### src/rtl/a8_pkg.sv
// Shared types and constants for the four-bit central register slice.
package a8_pkg;

  typedef logic [3:0] nibble_t;

  localparam nibble_t ALL_ONES = 4'hF;
  localparam nibble_t BIT1     = 4'h1;
  localparam nibble_t BIT2     = 4'h2;

  // Next register value: clear drops the old contents, write data is ORed in.
  // A write in the same cycle as a clear therefore leaves exactly the data.
  function automatic nibble_t reg_update(input nibble_t cur, input logic clr,
                                         input nibble_t data);
    return (clr ? 4'h0 : cur) | data;
  endfunction

endpackage

### src/rtl/a8_adder.sv
// Four-bit ripple adder for the slice: U = X + Y + cin with per-bit carries.
module a8_adder
  import a8_pkg::*;
(
  input  nibble_t x,
  input  nibble_t y,
  input  logic    cin,
  output nibble_t u,
  output nibble_t carry,
  output nibble_t xuy
);

  // Ripple the carry from bit 1 upward, recording the carry out of each bit.
  always_comb begin
    logic c;
    u     = '0;
    carry = '0;
    xuy   = x ^ y;
    c     = cin;
    for (int i = 0; i < 4; i++) begin
      u[i]     = x[i] ^ y[i] ^ c;
      c        = (x[i] & y[i]) | (c & (x[i] ^ y[i]));
      carry[i] = c;
    end
  end

endmodule

### src/rtl/a8_four_bit_slice.sv
// Bits 1-4 slice of the central register section: slice registers, the
// read/write bus, and the X+Y adder with carry chaining to the next slice.
module a8_four_bit_slice
  import a8_pkg::*;
(
  input  logic CLOCK,
  input  logic rst,
  input  logic WAG_, WLG_, WQG_, WZG_, WBG_, WG1G_, WG3G_, WG4G_,
  input  logic WALSG_, WYDG_, WYLOG_, WYDLOG_, A2XG_, L2GDG_, G2LSG_, MCRO_,
  input  logic RAG_, RLG_, RQG_, RZG_, RBLG_, RCG_, RGG_, RULOG_,
  input  logic CAG, CBG, CGG, CGA8, CLG1G, CQG, CUG, CZG,
  input  logic CH01, CH02, CH03, CH04,
  input  logic MDT01, MDT02, MDT03, MDT04,
  input  logic SA01, SA02, SA03, SA04,
  input  logic G01ED, G02ED, G03ED, G04ED, G05ED, G06ED,
  input  logic R15, R1C, RB1, RB2, MONEX, PONEX, TWOX, S08, S08_,
  input  logic CI01_, XUY05_, XUY06_, WL05_, WL06_, WL16_, G07_, SETAB_, SETCD_,
  output logic RL01_, RL02_, RL03_, RL04_,
  output logic WL01, WL02, WL03, WL04,
  output logic WL01_, WL02_, WL03_, WL04_,
  output logic MWL01, MWL02, MWL03, MWL04,
  output logic A01_, A02_, A03_, A04_,
  output logic L01_, L02_, L03_, L04_,
  output logic Z01_, Z02_, Z03_, Z04_,
  output logic G01, G02, G03, G04,
  output logic G01_, G02_, G03_, G04_,
  output logic GEM01, GEM02, GEM03, GEM04,
  output logic SUMA01_, SUMA02_, SUMA03_, SUMA04_,
  output logic SUMB01_, SUMB02_, SUMB03_, SUMB04_,
  output logic XUY01_, XUY02_, XUY03_, XUY04_,
  output logic CI02_, CI03_, CI04_, CI05_,
  output logic CO04, CO06,
  output logic G05_, G06_, S08A, S08A_, CLEARA, CLEARB, CLEARC, CLEARD
);

  nibble_t a, l, q, z, b, g, x, y;
  nibble_t ch, mdt, sa, g_ed;
  nibble_t rl, wl, u, carry, xuy_raw;
  nibble_t a_data, l_data, q_data, z_data, b_data, g_data, x_data, y_data;

  assign ch   = {CH04, CH03, CH02, CH01};
  assign mdt  = {MDT04, MDT03, MDT02, MDT01};
  assign sa   = {SA04, SA03, SA02, SA01};
  assign g_ed = {G04ED, G03ED, G02ED, G01ED};

  a8_adder u_adder (
    .x     (x),
    .y     (y),
    .cin   (~CI01_),
    .u     (u),
    .carry (carry),
    .xuy   (xuy_raw)
  );

  // Read bus: wired-OR of every enabled register source, channel data and constants.
  always_comb begin
    rl = ch | mdt;
    if (!RAG_)      rl = rl | a;
    if (!RLG_)      rl = rl | l;
    if (!RQG_)      rl = rl | q;
    if (!RZG_)      rl = rl | z;
    if (!RBLG_)     rl = rl | b;
    if (!RCG_)      rl = rl | ~b;
    if (!RGG_)      rl = rl | g;
    if (!RULOG_)    rl = rl | u;
    if (R15)        rl = rl | ALL_ONES;
    if (R1C || RB1) rl = rl | BIT1;
    if (RB2)        rl = rl | BIT2;
  end

  assign wl = rl;

  // Write data per register: all active strobes OR together, shifts pull edge bits from neighbours.
  always_comb begin
    a_data = '0;
    l_data = '0;
    q_data = '0;
    z_data = '0;
    b_data = '0;
    g_data = g_ed[3:0];
    x_data = '0;
    y_data = '0;
    if (!WAG_)                   a_data = a_data | wl;
    if (!WALSG_)                 a_data = a_data | {~WL06_, ~WL05_, wl[3], wl[2]};
    if (!WLG_)                   l_data = l_data | wl;
    if (!G2LSG_)                 l_data = l_data | g;
    if (!WQG_)                   q_data = wl;
    if (!WZG_)                   z_data = wl;
    if (!WBG_)                   b_data = wl;
    if (!WG1G_)                  g_data = g_data | wl;
    if (!WG3G_)                  g_data = g_data | {~WL05_, wl[3:1]};
    if (!WG4G_)                  g_data = g_data | {wl[2:0], ~WL16_};
    if (!L2GDG_)                 g_data = g_data | {l[2:0], ~G07_};
    if (!MCRO_)                  g_data = g_data | sa;
    if (!A2XG_)                  x_data = x_data | a;
    if (MONEX)                   x_data = x_data | ALL_ONES;
    if (PONEX)                   x_data = x_data | BIT1;
    if (TWOX)                    x_data = x_data | BIT2;
    if (!WYLOG_)                 y_data = y_data | wl;
    if (!WYDG_ || !WYDLOG_)      y_data = y_data | {wl[2:0], ~WL16_};
  end

  // Slice register file with asynchronous clear on rst.
  always_ff @(posedge CLOCK or posedge rst) begin
    if (rst) begin
      a <= '0;
      l <= '0;
      q <= '0;
      z <= '0;
      b <= '0;
      g <= '0;
      x <= '0;
      y <= '0;
    end else begin
      a <= reg_update(a, CAG, a_data);
      l <= reg_update(l, CLG1G, l_data);
      q <= reg_update(q, CQG, q_data);
      z <= reg_update(z, CZG, z_data);
      b <= reg_update(b, CBG, b_data);
      g <= reg_update(g, CGG & CGA8, g_data);
      x <= reg_update(x, CUG, x_data);
      y <= reg_update(y, CUG, y_data);
    end
  end

  assign {RL04_, RL03_, RL02_, RL01_} = ~rl;
  assign {WL04, WL03, WL02, WL01}     = wl;
  assign {WL04_, WL03_, WL02_, WL01_} = ~wl;
  assign {MWL04, MWL03, MWL02, MWL01} = wl;

  assign {A04_, A03_, A02_, A01_} = ~a;
  assign {L04_, L03_, L02_, L01_} = ~l;
  assign {Z04_, Z03_, Z02_, Z01_} = ~z;
  assign {G04, G03, G02, G01}     = g;
  assign {G04_, G03_, G02_, G01_} = ~g;
  assign {GEM04, GEM03, GEM02, GEM01} = CGA8 ? 4'h0 : g;

  assign {SUMA04_, SUMA03_, SUMA02_, SUMA01_} = ~u;
  assign {SUMB04_, SUMB03_, SUMB02_, SUMB01_} = ~u;
  assign {XUY04_, XUY03_, XUY02_, XUY01_}     = ~xuy_raw;
  assign {CI05_, CI04_, CI03_, CI02_}         = ~carry;
  assign CO04 = carry[3];
  assign CO06 = carry[3] & ~XUY05_ & ~XUY06_;

  assign G05_   = ~G05ED;
  assign G06_   = ~G06ED;
  assign S08A   = S08;
  assign S08A_  = S08_;
  assign CLEARA = ~SETAB_;
  assign CLEARB = ~SETAB_;
  assign CLEARC = ~SETCD_;
  assign CLEARD = ~SETCD_;

endmodule

### config.mk
export PLATFORM = sky130hd
export DESIGN_NAME = a8_four_bit_slice
export DESIGN_NICKNAME = d
export VERILOG_FILES = /design/src/rtl/a8_pkg.sv /design/src/rtl/a8_adder.sv /design/src/rtl/a8_four_bit_slice.sv
export SDC_FILE = /design/constraint.sdc
export NUM_CORES = 1
export LEC_CHECK = 0
export CAP_MARGIN = 20
export CORE_MARGIN = 1.5
export CORE_UTILIZATION = 38
export DETAILED_ROUTE_END_ITERATION = 8
export PLACE_DENSITY_LB_ADDON = 0.25
export REMOVE_ABC_BUFFERS = 1
export SYNTH_ARGS = -nofsm -noshare
export SYNTH_HDL_FRONTEND = slang
export SYNTH_SLANG_ARGS = --single-unit
export TNS_END_PERCENT = 20
### constraint.sdc
create_clock -name CLOCK -period 12.57 [get_ports CLOCK]
set_input_delay 3.1425 -clock CLOCK [delete_from_list [all_inputs] [get_ports CLOCK]]
set_output_delay 3.1425 -clock CLOCK [all_outputs]
set_load 0.02 [all_outputs]
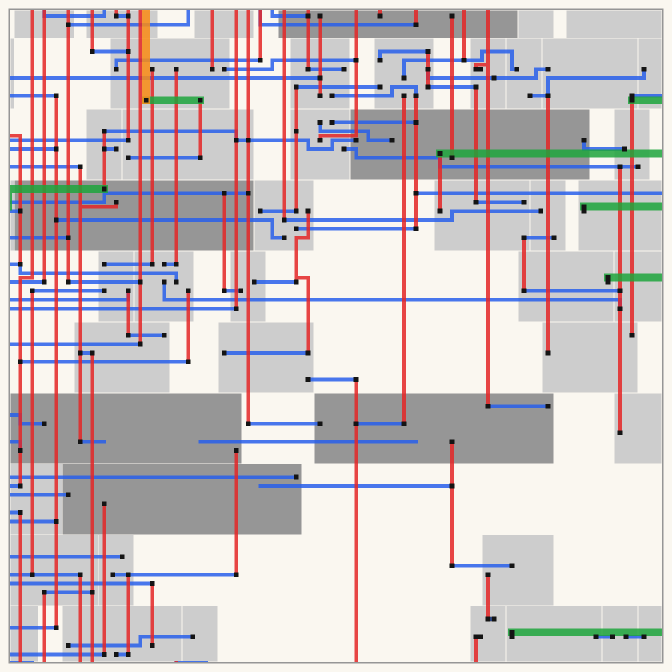
**Above:** run 1 (layout detail).
Region (44, 6) to (69, 31) µm. Cells in gray, sequential cells in the stronger gray; small squares are vias.
- metal 3: green
- metal 4: orange
- metal 1: blue
- metal 2: red
- cells with their middle in the window: 35
- sequential cells in the window: 5
- most frequent: clkdlybuf4s50_1 (10), inv_1 (9)
- netlist names of flops here include: `z` (3), `x` (2)

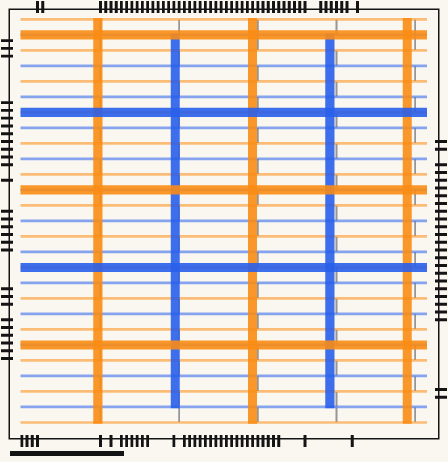
**Above:** run 1 (power grid).
Scale bar: 20 µm. Pins as bars on the die edge. Tap cells in gray.
- VSS: orange
- VDD: blue
- rows: 26
- met4 straps: 5
- signal pins: 136
- met1 rails: 27

==> results.rst, run 1 <==
Metrics
=======

.. list-table::
   :header-rows: 1

   * - Metric
     - Value
   * - Result of the run
     - finished, final reports clean
   * - Yosys warning total
     - 0
   * - Total negative setup slack
     - 0 ns
   * - Slowest CP cell
     - clkdlybuf4s50_1
   * - CTS-repair resized insts
     - 0
   * - Reg2Reg Capture Point
     - g[3]$_DFF_PP0_
   * - Critical R2R Launch
     - y[0]$_DFF_PP0_
   * - Endpoint of the worst hold path
     - a[1]$_DFF_PP0_
   * - Highest routed metal layer
     - met4
   * - Clock buffers created by TritonCTS
     - 5
   * - Clk_skew
     - about 0.0013 ns
   * - Vias in the first global route
     - approximately 2000
   * - Depth of the CTS H-tree
     - 2
   * - Mean area per synthesized cell
     - between 9 and 10 µm²
   * - Yosys cell count
     - between 200 and 250
   * - Area Overhead vs Synth
     - 69.71%
   * - Post-CTS Setup Repair Bufs
     - 0
   * - Number of placement rows
     - 26
   * - Count of state elements after synthesis
     - 32
   * - Max capacitance violation total
     - 0
   * - Largest net degree at the start of global routing
     - 33
   * - Sinks on the clock net
     - 32
   * - IR Drop Worst-Case VDD
     - between 40 and 50 µV
   * - Global routing usage summed across all routing layers
     - between 20% and 30%
   * - Initial core utilization
     - 39.16%
   * - Sequential area share after synthesis
     - 40.56%
   * - Worst setup path start
     - CI01_
   * - Top-level port count
     - approximately 140
   * - Power density of the placed cells
     - between 80 and 90 nW/µm²
   * - Number of buffers inserted for hold repair after clock tree synthesis
     - 0
   * - Max Clk Rate
     - slightly below 0.1 GHz
   * - Core Box Area
     - 5042 µm²
   * - Min-Delay Path Depth
     - 2
   * - Antenna violations before repair
     - 0
   * - Clock insertion delay at the later pin of the skew report
     - roughly 0.28 ns
   * - Setup repair after global routing missed its margin
     - false
   * - LEAKAGE
     - about 0.0015 µW
   * - Detailed route wirelength on metal3
     - 361 µm
   * - Worst slew margin relative to its limit
     - around three fifths
   * - DRC violations left
     - 0
   * - Worst-case setup margin in the final layout
     - ~2.3 ns
   * - Congestion Overflow GR
     - 0
   * - Floorplan die width
     - roughly 75 µm
   * - Fraction of layout instances using a drive strength above 1
     - under 10%
   * - Detailed router's first-iteration violation count
     - roughly 150
   * - Ordered list of cells on the worst path
     - clkdlybuf4s50_1, fa_1, fa_1, fa_1, fa_1, o22ai_1, nor4_2, buf_4, clkdlybuf4s50_1
   * - Overall chip area
     - roughly 5600 µm²
   * - Tool Warnings
     - 29
   * - Arr. time, crit path
     - approximately 7.2 ns
   * - Post-placement worst setup slack
     - around 2.3 ns
   * - Number of distinct library cells after synthesis
     - 30
   * - Chip area from the yosys synthesis statistics
     - approximately 2000 µm²
   * - Required @ worst endpoint
     - 9.43 ns
   * - NumNets Final
     - ~410
   * - Origin of the worst min-delay path
     - a[1]$_DFF_PP0_
   * - Final Hold Violating Endpoints
     - 0
   * - TritonCTS clock tree
     - yes
   * - Metal-1 WL
     - approximately 2.8 mm
   * - Maximum single-stage delay on the critical path
     - 0.61 ns
   * - Maximum buffer depth of the clock tree
     - 2
   * - Classification of the worst setup path
     - input port to primary output
   * - Worst Tran Pin Value
     - between 0.5 and 0.6 ns
   * - Total via count after detailed routing
     - ~2000
   * - Weighted congestion at the end of routability-driven global placement
     - 0.8045
   * - R2R Setup Slk
     - 8.84 ns
   * - Share of the cycle needed by the critical path after routing
     - 81.84%
   * - Largest fanout on the critical path
     - 8
   * - First-pass GRT wire length
     - 9.977 mm
   * - Post-synthesis cell area
     - roughly 2000 µm²
   * - Path depth of the worst reg2reg path
     - 9
   * - Initial DRT Pass Iterations
     - 4
   * - Top cell by count, worst path
     - fa_1
   * - Clock slew seen by the registers of the worst setup and hold paths
     - roughly 0.06 ns
   * - Sum of net half-perimeters after detailed placement
     - around 5.3 mm
   * - Highest-count logic cell in the final layout
     - clkdlybuf4s50_1
   * - Wirelength per Cell
     - about 16 µm
   * - Category of the worst setup path launch point
     - input port
   * - Height of the die
     - roughly 75 µm
   * - Top cells excl fill/tap
     - clkdlybuf4s50_1, inv_1, dfrtp_1
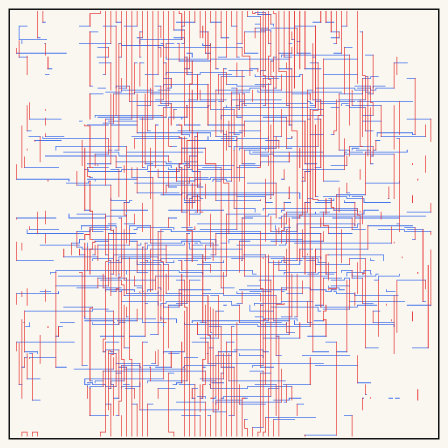
**Above:** run 1 (metal layers overlaid).
Only two layers are drawn.
- metal 2: red (wire length 3290 µm)
- metal 1: blue (wire length 2810 µm)

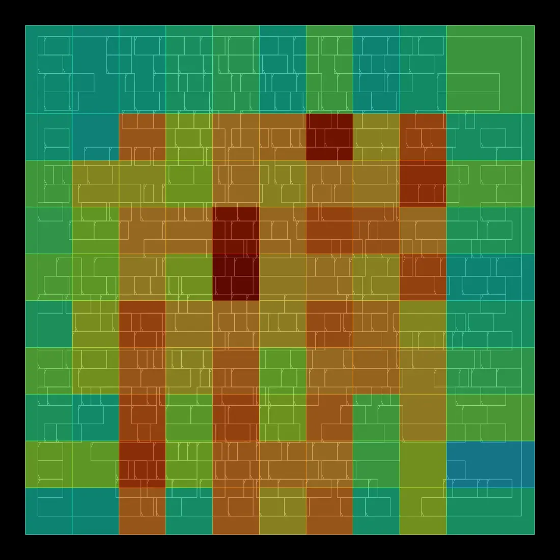
**Above:** run 1 (routing congestion).
met3 Track Usage GR: 3.882%
met1 global-route usage: 32.43%
global routing's busiest layer: met2
Finished Core Util: 66.45%

-- run 1: cell families after synthesis --
kind of cell | count (synthesis) | synth area share (%)
multiplexers | 4 | 2.155
AND/OR/NAND/NOR | 37 | 10.46
buffers and inverters | 69 | 16.73
adder cells (fa/ha/maj) | 8 | 6.591
AND-OR/OR-AND | 61 | 23.51
flip-flops | 32 | 40.56
-- run 1: registers in the layout, summed over array words and instances, names as in the netlist --
register / cells
x: 4
l: 4
q: 4
g: 4
a: 4
b: 4
z: 4
y: 4
-- run 1: cells in the mapped netlist --
master      n  share of area, %
nor2_2      1              0.32
o22ai_1    26               8.2
o2111ai_1   6               2.7
buf_1       1              0.19
o221ai_2    3               2.3
dfrtp_1    32                41
buf_6       1              0.57
fa_1        4               4.1
buf_4      17               6.5
nor4_1      1              0.32
nor3_1      2              0.51
inv_1      50               9.5
mux2i_1     2               1.0
o21ai_0     2              0.51
nand2b_1   10               3.2
nand2_1     5              0.95
a2111oi_0   2              0.89
nor2_1     10               1.9
or4_1       2              0.76
o2111ai_2   1              0.76
o21bai_1   10               3.8
ha_1        4               2.5
o221ai_1    7               3.1
nor2b_1     1              0.32
and2_0      1              0.32
a211oi_1    2              0.76
nor4_2      2               1.3
or2_2       2              0.63
mux2_2      2               1.1
a21oi_1     2              0.51
-- run 1: through the flow --
stage | std cells | hold slack (ns) | power [µW] | area [µm²] | utilization [%]
5_1_grt | 405 | 0.5458 | 287.1 | 3351 | 66.45
6_report | 405 | 0.5145 | 275.8 | 3351 | 66.45
3_3_place_gp | 397 | 0.4934 | 194.2 | 3261 | 64.66
2_1_floorplan | 192 | 0.4631 | 146.3 | 1832 | -
3_5_place_dp | 397 | 0.4995 | 195.4 | 3261 | 64.66
4_1_cts | 405 | 0.5139 | 276.6 | 3351 | 66.45
-- run 1: routing by layer --
metal  global-route usage, %  up-vias
met4                   7.475        0
met2                   40.02       81
met5                       0        -
li1                        -      964
met1                   32.43      969
met3                   3.882        9
-- run 1: power breakdown --
part	switching [µW]	internal, µW	total [µW]
clock	37.7	44.6	82.4
sequential	3.07	108	111
combinational	37.9	44.3	82.2
-- run 1: worst max-delay path by stage --
stage | endpoint | slack (ns) | depth (start not counted)
2_1_floorplan | MWL04 | 1.80 | 7
3_3_place_gp | WL04_ | 2.37 | 9
3_5_place_dp | RL04_ | 2.29 | 9
4_1_cts | RL04_ | 2.28 | 9
5_1_grt | RL04_ | 2.08 | 9
6_report | RL04_ | 2.28 | 9
-- run 1: critical path: cells and delay by family --
kind	cells	cell delay [ns]
buf+inv	3	1.31
fa+ha+maj	4	2.06
compound gates	1	0.10
simple gates	1	0.52
-- run 1: cell type report --
cell class | instances | area, µm²
Fill cell | 416 | 1692
Timing Repair Buffer | 135 | 1341
Multi-Input combinational cell | 110 | 843.3
Sequential cell | 32 | 800.8
Inverter | 50 | 187.7
Clock buffer | 8 | 90.09
Tap cell | 70 | 87.58
**Run 1: cells by drive strength**

Scale bar: 20 µm.
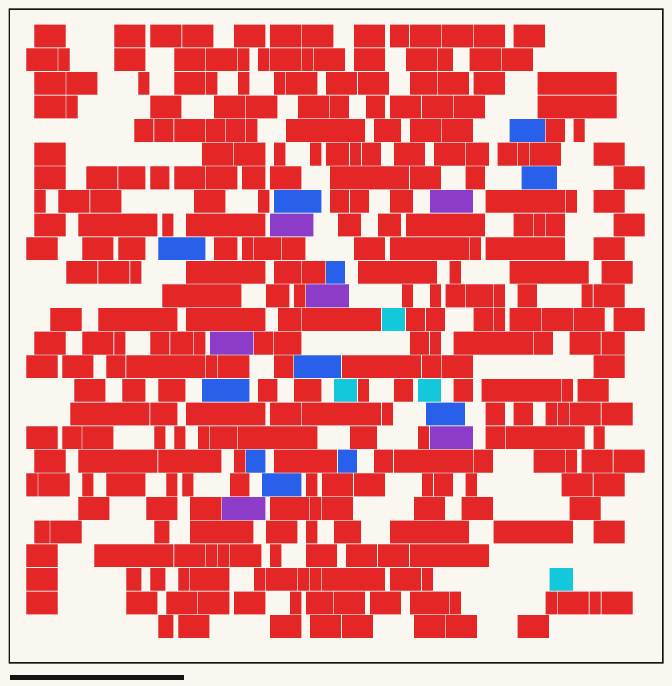

==> inputs of run 2 (changes only) <==
CORE_UTILIZATION = 36   (was 38)
clock period = 10.09 ns   (was 12.57 ns; I/O delays follow)
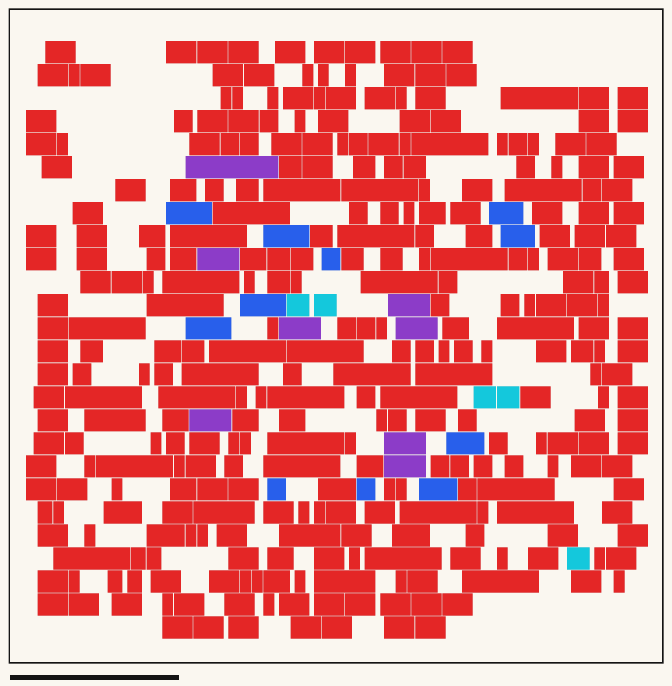
**Above:** run 2 (cells by drive strength).
Scale bar: 20 µm.
- _3 and _4 cells: cyan (cells 5; share 1.5%)
- _6 and larger: purple (cells 8; share 2.4%)
- _0 and _1 cells: red (cells 312; share 93%)
- _2 cells: blue (cells 11; share 3.3%)

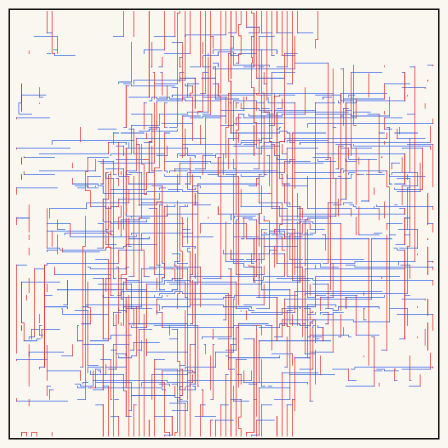
**Above:** run 2 (metal layers overlaid).
Only two layers are drawn.
- metal 1: blue (wire length 2720 µm)
- metal 2: red (wire length 3230 µm)

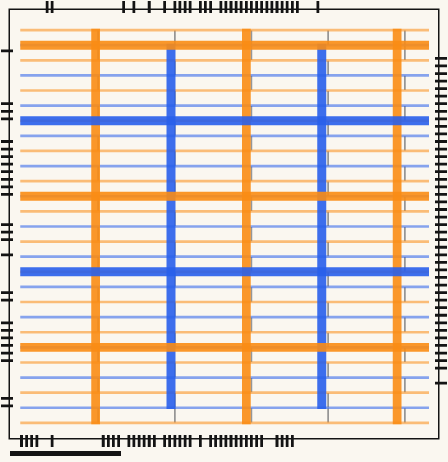
**Above:** run 2 (power grid).
Scale bar: 20 µm. Pins as bars on the die edge. Tap cells in gray.
- VDD: blue
- VSS: orange
- tap cells: 70
- met5 straps: 5

==> results.rst, run 2 <==
Metrics
=======

.. list-table::
   :header-rows: 1

   * - Metric
     - Value
   * - Result of the run
     - finished, final reports clean
   * - Maximum buffer depth of the clock tree
     - 2 (unchanged)
   * - Power density of the placed cells
     - 110.3 nW/µm² (+34%)
   * - Wirelength per Cell
     - 16.01 µm (-1.2%)
   * - Clock buffers created by TritonCTS
     - 5 (unchanged)
   * - Share of the cycle needed by the critical path after routing
     - roughly nine tenths
   * - Number of max-slew violations in the final report
     - 0
   * - Buf/Inv on CP
     - 2 (-1)
   * - Post-synthesis cell area
     - 1974 µm² (unchanged)
   * - Clock slew seen by the registers of the worst setup and hold paths
     - 0.06 ns (about the same)
   * - Count of state elements after synthesis
     - 32 (unchanged)
   * - Number of distinct library cells after synthesis
     - 30 (unchanged)
   * - Post-route non-filler standard cell count
     - 406 (+0.25%)
   * - Antenna violations before repair
     - 0 (unchanged)
   * - Clk_skew
     - 0.01021 ns (+0.008865 ns)
   * - Largest fanout on the critical path
     - 5 (-3)
   * - Global routing usage summed across all routing layers
     - 22.23% (-1.9 points)
   * - Congestion Overflow GR
     - 0 (unchanged)
   * - Maximum single-stage delay on the critical path
     - 0.71 ns (+0.10 ns)
   * - Min-Delay Path Depth
     - 2 (unchanged)
   * - Total via count after detailed routing
     - 2057 (+1.7%)
   * - Yosys warning total
     - 0 (unchanged)
   * - Largest net degree at the start of global routing
     - 33 (unchanged)
   * - Clock insertion delay at the later pin of the skew report
     - 0.28 ns (about the same)
   * - Initial DRT Pass Iterations
     - 4 (unchanged)
   * - Most common cell in the netlist
     - inv_1
   * - Overall chip area
     - 5937 µm² (+5.3%)
   * - Max Clk Rate
     - between 0.1 and 0.15 GHz
   * - Sum of net half-perimeters after detailed placement
     - 5.267 mm (-1.0%)
   * - Fraction of layout instances using a drive strength above 1
     - 7.143% (+0.87 points)
   * - Final Hold Violating Endpoints
     - 0 (unchanged)
   * - Arr. time, crit path
     - 6.39 ns (-0.76 ns)
   * - Floorplan die width
     - 77.06 µm (+2.6%)
   * - Highest-count logic cell in the final layout
     - clkdlybuf4s50_1
   * - Mean area per synthesized cell
     - 9.357 µm² (unchanged)
   * - Cell types occupying the most area after synthesis
     - dfrtp_1, inv_1, o22ai_1
   * - Top delay family on crit path
     - adder cells
   * - Post-synth top flop
     - dfrtp_1
   * - Post-synth EDFFs
     - 0 (unchanged)
   * - Buffers on Ports
     - roughly 130
   * - First-pass GRT wire length
     - 10.45 mm (+4.7%)
   * - Slowest CP cell
     - clkdlybuf4s50_1
   * - Ordered list of cells on the worst path
     - clkdlybuf4s50_1, fa_1, fa_1, fa_1, fa_1, o22ai_1, nor4_2, clkdlybuf4s50_1
   * - Post-CTS Setup Repair Bufs
     - 0 (unchanged)
   * - Origin of the worst min-delay path
     - a[1]$_DFF_PP0_
   * - Reg2Reg Capture Point
     - a[1]$_DFF_PP0_
   * - Worst slew margin relative to its limit
     - 59.07% (-1.2 points)
   * - Sequential area share after synthesis
     - 40.56% (unchanged)
   * - Async set or reset register ratio after synthesis
     - 100.0% (unchanged)
   * - LEAKAGE
     - 0.001498 µW (+1.7%)
   * - Setup repair after global routing missed its margin
     - false
   * - Library cell occupying the most area in the post-synthesis netlist
     - dfrtp_1
   * - Yosys cell count
     - 211 (unchanged)
   * - Endpoint of the worst hold path
     - a[1]$_DFF_PP0_
   * - Most common library cells after synthesis
     - inv_1, dfrtp_1, o22ai_1
   * - Number of buffers inserted for hold repair after clock tree synthesis
     - 0 (unchanged)
   * - Classification of the worst setup path
     - input port to primary output
   * - Core Box Area
     - 5205 µm² (+3.2%)
   * - R2R Setup Slk
     - 6.38 ns (-2.46 ns)
   * - Number of placement rows
     - 26 (unchanged)
   * - Category of the worst setup path launch point
     - input port
   * - Sinks on the clock net
     - 32 (unchanged)
   * - Height of the die
     - 77.06 µm (+2.6%)
   * - Share of the synthesized area in the top cell type
     - 40.56% (unchanged)
   * - Detailed router's first-iteration violation count
     - 86 (-43%)
   * - Worst Tran Pin Value
     - 0.6133 ns (+0.01739 ns)
   * - Weighted congestion at the end of routability-driven global placement
     - 0.8304 (+3.2%)
   * - Top cell by count, worst path
     - fa_1
   * - Critical R2R Launch
     - y[0]$_DFF_PP0_
   * - DRC violations left
     - 0 (unchanged)
   * - Post-layout power
     - 374.3 µW (+36%)
   * - Chip area from the yosys synthesis statistics
     - 1974 µm² (unchanged)
   * - Required @ worst endpoint
     - 7.57 ns (-1.86 ns)
   * - Vias in the first global route
     - 2124 (+5.9%)
   * - Max capacitance violation total
     - 0 (unchanged)
   * - Instance count after placement with tap cells included
     - 398 (+0.25%)
   * - Tool Warnings
     - 29 (unchanged)
   * - Area Overhead vs Synth
     - 71.93%
   * - NumNets Final
     - 413 (+0.24%)
   * - TritonCTS clock tree
     - yes
   * - Total negative setup slack
     - 0 ns (unchanged)
   * - Depth of the CTS H-tree
     - 2 (unchanged)
[run 2: how the worst max path moves through the flow]
stage                     cells past startpoint  start    end  slack (ns)
final                                         8  CI01_  WL04_        1.18
after global routing                          8  CI01_  RL04_        0.99
after CTS                                     8  CI01_  WL04_        1.13
after detailed placement                      8  CI01_  WL04_        1.14
after global placement                        8  CI01_  RL04_        1.19
after floorplan                               7  CI01_  MWL04        0.56
[run 2: area by class of cell]
class / instances / area (µm²)
Tap cell: 70 / 87.58
Sequential cell: 32 / 800.8
Inverter: 50 / 187.7
Multi-Input combinational cell: 110 / 843.3
Timing Repair Buffer: 136 / 1349
Clock buffer: 7 / 96.34
Clock inverter: 1 / 30.03
Fill cell: 438 / 1810
[run 2: kinds of logic (layout without fill, tap and decap cells)]
family / Yosys count / after routing / share of synthesized area (%)
buffers and inverters: 69 / 194 / 16.73
AOI/OAI and AO/OA: 61 / 61 / 23.51
and+or+nand+nor: 37 / 37 / 10.46
DFF: 32 / 32 / 40.56
adders and majority gates: 8 / 8 / 6.591
muxes: 4 / 4 / 2.155
[run 2: report_power, final]
part           total, µW  internal [µW]  switching (µW)  leakage (µW)
logic                102           55.2            46.9       0.00112
clock network        134           87.1            46.7     0.0000645
registers            138            135            3.62      0.000318
total                374            277            97.2       0.00150
[run 2: routing by layer]
metal / routed length (µm) / GRT usage, % / share of wire (%)
met5: 0 / 0 / 0
met4: 61 / 6.182 / 0.94
met3: 491 / 4.167 / 7.6
met2: 3231 / 38.14 / 50
met1: 2715 / 28.55 / 42
[run 2: worst register-to-register path: cells and delay by family (launching register included)]
family | cells | cell delay [ns]
adder cells (fa/ha/maj) | 4 | 2.00
AND/OR/NAND/NOR | 1 | 0.55
AND-OR/OR-AND | 2 | 0.26
flip-flops | 1 | 0.39
buffers and inverters | 2 | 0.35
[run 2: stage by stage]
stage / hold WS (ns) / cell area (µm²) / setup slack [ns] / utilization (%)
global route: 0.5476 / 3395 / 0.9854 / 65.22
detailed placement: 0.5063 / 3268 / 1.136 / 62.79
finish: 0.5254 / 3395 / 1.178 / 65.22
global placement: 0.4871 / 3268 / 1.187 / 62.79
floorplan: 0.4631 / 1832 / 0.5562 / -
CTS: 0.5220 / 3395 / 1.130 / 65.22
No activity file was given, so power comes from the tool's default toggle rates.
